--- config.mk ---
export PLATFORM = sky130hd
export DESIGN_NAME = fmul64_lsh_round_stage
export DESIGN_NICKNAME = d
export VERILOG_FILES = /design/src/rtl/fmul64_lsh_round_stage.sv
export SDC_FILE = /design/constraint.sdc
export NUM_CORES = 1
export LEC_CHECK = 0
export CAP_MARGIN = 20
export CORE_ASPECT_RATIO = 1.5
export CORE_MARGIN = 10
export CORE_UTILIZATION = 59
export CTS_CLUSTER_SIZE = 30
export DETAILED_ROUTE_END_ITERATION = 10
export PLACE_DENSITY = 0.85
export SLEW_MARGIN = 40
export SYNTH_ARGS = -nofsm -noshare
export SYNTH_HDL_FRONTEND = slang
export SYNTH_SLANG_ARGS = --single-unit
--- constraint.sdc ---
create_clock -name clk -period 7.1 [get_ports clk]
set_input_delay 1.065 -clock clk [delete_from_list [all_inputs] [get_ports clk]]
set_output_delay 1.065 -clock clk [all_outputs]
set_load 0.03 [all_outputs]
--- src/rtl/fmul64_lsh_round_stage.sv ---
// Two-stage round pipeline for the F64 multiplier subnormal (lsh) path:
// extracts ovf/L/G/S from the shifted product, selects the fraction and rounds.
module fmul64_lsh_round_stage #(
  parameter int SIG_W  = 106,
  parameter int FRAC_W = 52
) (
  input  logic              clk,
  input  logic              rst_n,
  input  logic              flush_i,
  input  logic              valid_i,
  output logic              ready_o,
  input  logic [SIG_W-1:0]  sig_mul_i,
  input  logic [5:0]        lsh_num_i,
  input  logic              sign_i,
  input  logic [2:0]        rm_i,
  output logic              valid_o,
  input  logic              ready_i,
  output logic [FRAC_W-1:0] frac_o,
  output logic              carry_o,
  output logic              ovf_o,
  output logic              inexact_o
);

  localparam logic [2:0] RM_RNE = 3'b000;
  localparam logic [2:0] RM_RTZ = 3'b001;
  localparam logic [2:0] RM_RDN = 3'b010;
  localparam logic [2:0] RM_RUP = 3'b011;
  localparam logic [2:0] RM_RMM = 3'b100;

  logic              s1_valid_q, s1_valid_d;
  logic [SIG_W-1:0]  s1_sig_q;
  logic [5:0]        s1_lsh_q;
  logic              s1_sign_q;
  logic [2:0]        s1_rm_q;

  logic              s2_valid_q, s2_valid_d;
  logic [FRAC_W-1:0] frac_q, frac_d;
  logic              carry_q, carry_d;
  logic              ovf_q, ovf_d;
  logic              inexact_q, inexact_d;

  logic              out_xfer, s2_load, s1_adv, accept;
  logic [5:0]        lsh_clamped;
  logic [SIG_W-1:0]  sig_sh;
  logic [FRAC_W-1:0] frac_sel;
  logic              bit_l, bit_g, bit_s, inc;
  logic [FRAC_W:0]   sum;

  assign out_xfer = s2_valid_q & ready_i;
  assign s2_load  = ~s2_valid_q | ready_i;
  assign s1_adv   = s1_valid_q & s2_load;
  assign ready_o  = ~s1_valid_q | s1_adv;
  assign accept   = valid_i & ready_o & ~flush_i;

  assign lsh_clamped = (lsh_num_i > 6'd52) ? 6'd52 : lsh_num_i;

  // Left-shifting by n aligns sig_mul[105-n] to bit 105 and zero-fills below index 0.
  assign sig_sh = s1_sig_q << s1_lsh_q;

  always_comb begin
    ovf_d    = sig_sh[SIG_W-1];
    frac_sel = sig_sh[103:52];
    bit_l    = sig_sh[52];
    bit_g    = sig_sh[51];
    bit_s    = |sig_sh[50:0];
    if (ovf_d) begin
      frac_sel = sig_sh[104:53];
      bit_l    = sig_sh[53];
      bit_g    = sig_sh[52];
      bit_s    = |sig_sh[51:0];
    end
  end

  always_comb begin
    inc = bit_g & (bit_l | bit_s);
    case (s1_rm_q)
      RM_RNE:  inc = bit_g & (bit_l | bit_s);
      RM_RTZ:  inc = 1'b0;
      RM_RDN:  inc = s1_sign_q & (bit_g | bit_s);
      RM_RUP:  inc = ~s1_sign_q & (bit_g | bit_s);
      RM_RMM:  inc = bit_g;
      default: inc = bit_g & (bit_l | bit_s);
    endcase
  end

  assign sum       = {1'b0, frac_sel} + {{FRAC_W{1'b0}}, inc};
  assign frac_d    = sum[FRAC_W-1:0];
  assign carry_d   = sum[FRAC_W];
  assign inexact_d = bit_g | bit_s;

  always_comb begin
    s1_valid_d = s1_valid_q;
    s2_valid_d = s2_valid_q;
    if (flush_i) begin
      s1_valid_d = 1'b0;
      s2_valid_d = 1'b0;
    end else begin
      if (accept)
        s1_valid_d = 1'b1;
      else if (s1_adv)
        s1_valid_d = 1'b0;
      if (s1_adv)
        s2_valid_d = 1'b1;
      else if (out_xfer)
        s2_valid_d = 1'b0;
    end
  end

  always_ff @(posedge clk or negedge rst_n) begin
    if (!rst_n) begin
      s1_valid_q <= 1'b0;
      s2_valid_q <= 1'b0;
    end else begin
      s1_valid_q <= s1_valid_d;
      s2_valid_q <= s2_valid_d;
    end
  end

  always_ff @(posedge clk or negedge rst_n) begin
    if (!rst_n) begin
      s1_sig_q  <= '0;
      s1_lsh_q  <= '0;
      s1_sign_q <= 1'b0;
      s1_rm_q   <= '0;
    end else if (accept) begin
      s1_sig_q  <= sig_mul_i;
      s1_lsh_q  <= lsh_clamped;
      s1_sign_q <= sign_i;
      s1_rm_q   <= rm_i;
    end
  end

  // Output registers only move on advance, so they hold while stalled.
  always_ff @(posedge clk or negedge rst_n) begin
    if (!rst_n) begin
      frac_q    <= '0;
      carry_q   <= 1'b0;
      ovf_q     <= 1'b0;
      inexact_q <= 1'b0;
    end else if (s1_adv && !flush_i) begin
      frac_q    <= frac_d;
      carry_q   <= carry_d;
      ovf_q     <= ovf_d;
      inexact_q <= inexact_d;
    end
  end

  assign valid_o   = s2_valid_q;
  assign frac_o    = frac_q;
  assign carry_o   = carry_q;
  assign ovf_o     = ovf_q;
  assign inexact_o = inexact_q;

endmodule

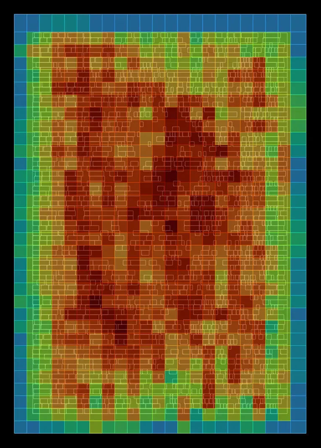
Figure 1: routing congestion.
met3 usage: 0.06733
Final Util: 0.6774

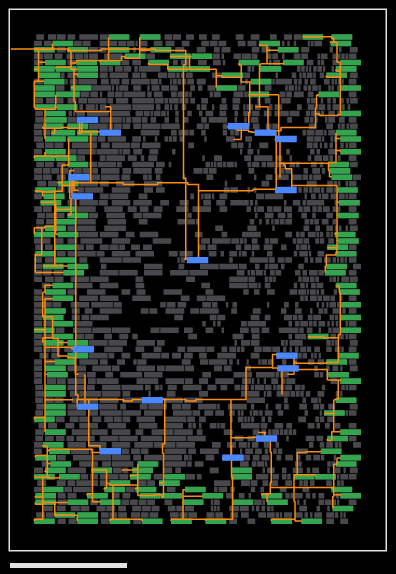
Figure 2: clock network drawn from the DEF.
The bar under the picture is 50 µm long.
Key: flip-flops = green [count 173]; clock wires = orange [length 2470 µm]; clock drivers = blue [count 17]
There are 18 routed clock nets.

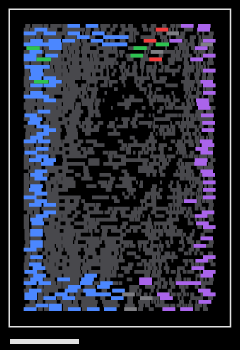
Figure 3: where the registers sit.
The bar under the picture is 50 µm long.
Key: s1_lsh_q = green [placed flops 6]; s1_sig_q = blue [placed flops 106]; frac_o = purple [placed flops 52, where a column on the right]; s1_rm_q = red [placed flops 3]
Another 6 sequential cells are not coloured.
seq pwr: 0.00153 W
Storage cell area: 0.004340 mm²

==> ci_impl_report.md <==
## Synthesis and layout report

| Metric | Value |
|---|---|
| Yosys warnings | 0 |
| GRT busiest layer | met2 |
| Average wire per cell in the routed design | 30.67 µm |
| Registers, synthesis | approximately 170 |
| CTS tree | yes |
| Setup WS pre-CTS | 1287 ps |
| Worst IR drop on VDD | 0.2091 mV |
| CTS clk-pin slew, worst paths | 80 ps |
| # fillers | 2243 |
| Synth-to-layout area growth | 13.83% |
| Main power group | combinational logic |
| Critical Path Start Type | register |
| P_clk | around 0.00094 W |
| Ant diodes | 2 |
| Met1 wire length | 22430 µm |
| R2r startpoint | s1_lsh_q[2]$_DFFE_PN0P_ |
| Number of clock buffers in the layout | 18 |
| And+or+nand+nor area frac | 0.1149 |
| Fp util | 0.5951 |
| Post-route DRC | 0 |
| I/O pins | 178 |
| Post-cts hold buffer count | 0 |
| WS Path Type | reg -> reg |
| Core area | a little under 0.03 mm² |
| Fin crit share | 0.8375 |
| Total global-route track usage | 0.3408 |
| RD Place Congestion | about 1 |
| Most common reg cell | dfrtp_1 |
| Metal2 WL | a little over 30000 µm |
| Logic family by area | multiplexers |
| Routed vias | 15250 |
| Cell area leaders | dfrtp_1, mux4_2, mux2_2 |
| Drt pass-1 iters | 7 |
| Leak | 7.576 nW |
| Port bufs | approximately 180 |
| Cell Pwr Density | 346.8 mW/mm² |
| First-pass GRT wire length | around 97000 µm |
| DRT iter0 DRCs | 1623 |
| Max layer used | met4 |
| Die Span Y | ~230 µm |
| Synthesized cell area | roughly 0.017 mm² |
| Critical Path AT | ~6400 ps |
| N_taps | slightly below 400 |
| RSZ-0062 raised after global routing | no |
| Layout cells sized above 1 | 0.2944 |
| CTS buffer count | 17 |
| Status | finished, final reports clean |
| Layout Cells excl Fill | 2068 |
| Tool warnings | 30 |
| Mux area share | 0.4480 |
| # clock sinks | 173 |
| Flop-to-flop setup slack | 1150 ps |
| Sw Share | 0.4833 |
| CP Buf/Inv Count | 2 |
| Area after DPL | between 0.015 and 0.02 mm² |
| Post-synth EDFFs | 0 |
| Reg power frac | 0.222 |
| Placed Cells | 2034 |
| Setup ws final | about 1200 ps |
| Syn nets | between 1500 and 2000 |
| Fraction of area in non-clock buffers | 0.1073 |
| Synth top cells by count | mux2_2, dfrtp_1, mux4_2, nand2_1, mux2i_1 |
| Fin area | 0.01984 mm² |
| Chip area in the Yosys report | 0.01743 mm² |
| R2R depth | 18 |
| Worst-path fanout max | 55 |
| Design Power | 0.006881 W |
| Final nets | 1781 |
| Clk ins delay skew pair | about 470 ps |
| Die ar. | 0.03696 mm² |
| Final setup violating endpoints | 0 |
| Multi-input gates | 1234 |
| Worst r2r dst | frac_o[51]$_DFFE_PN0P_ |
| Post-Synth AOI/OAI Area | 0.1172 |
| Initial antenna violation count | 1 |
| Routed Antenna Nets | 0 |
| Syn Inst Count | 1557 |
Power figures rest on the tool's default switching activity, not on a simulated workload.
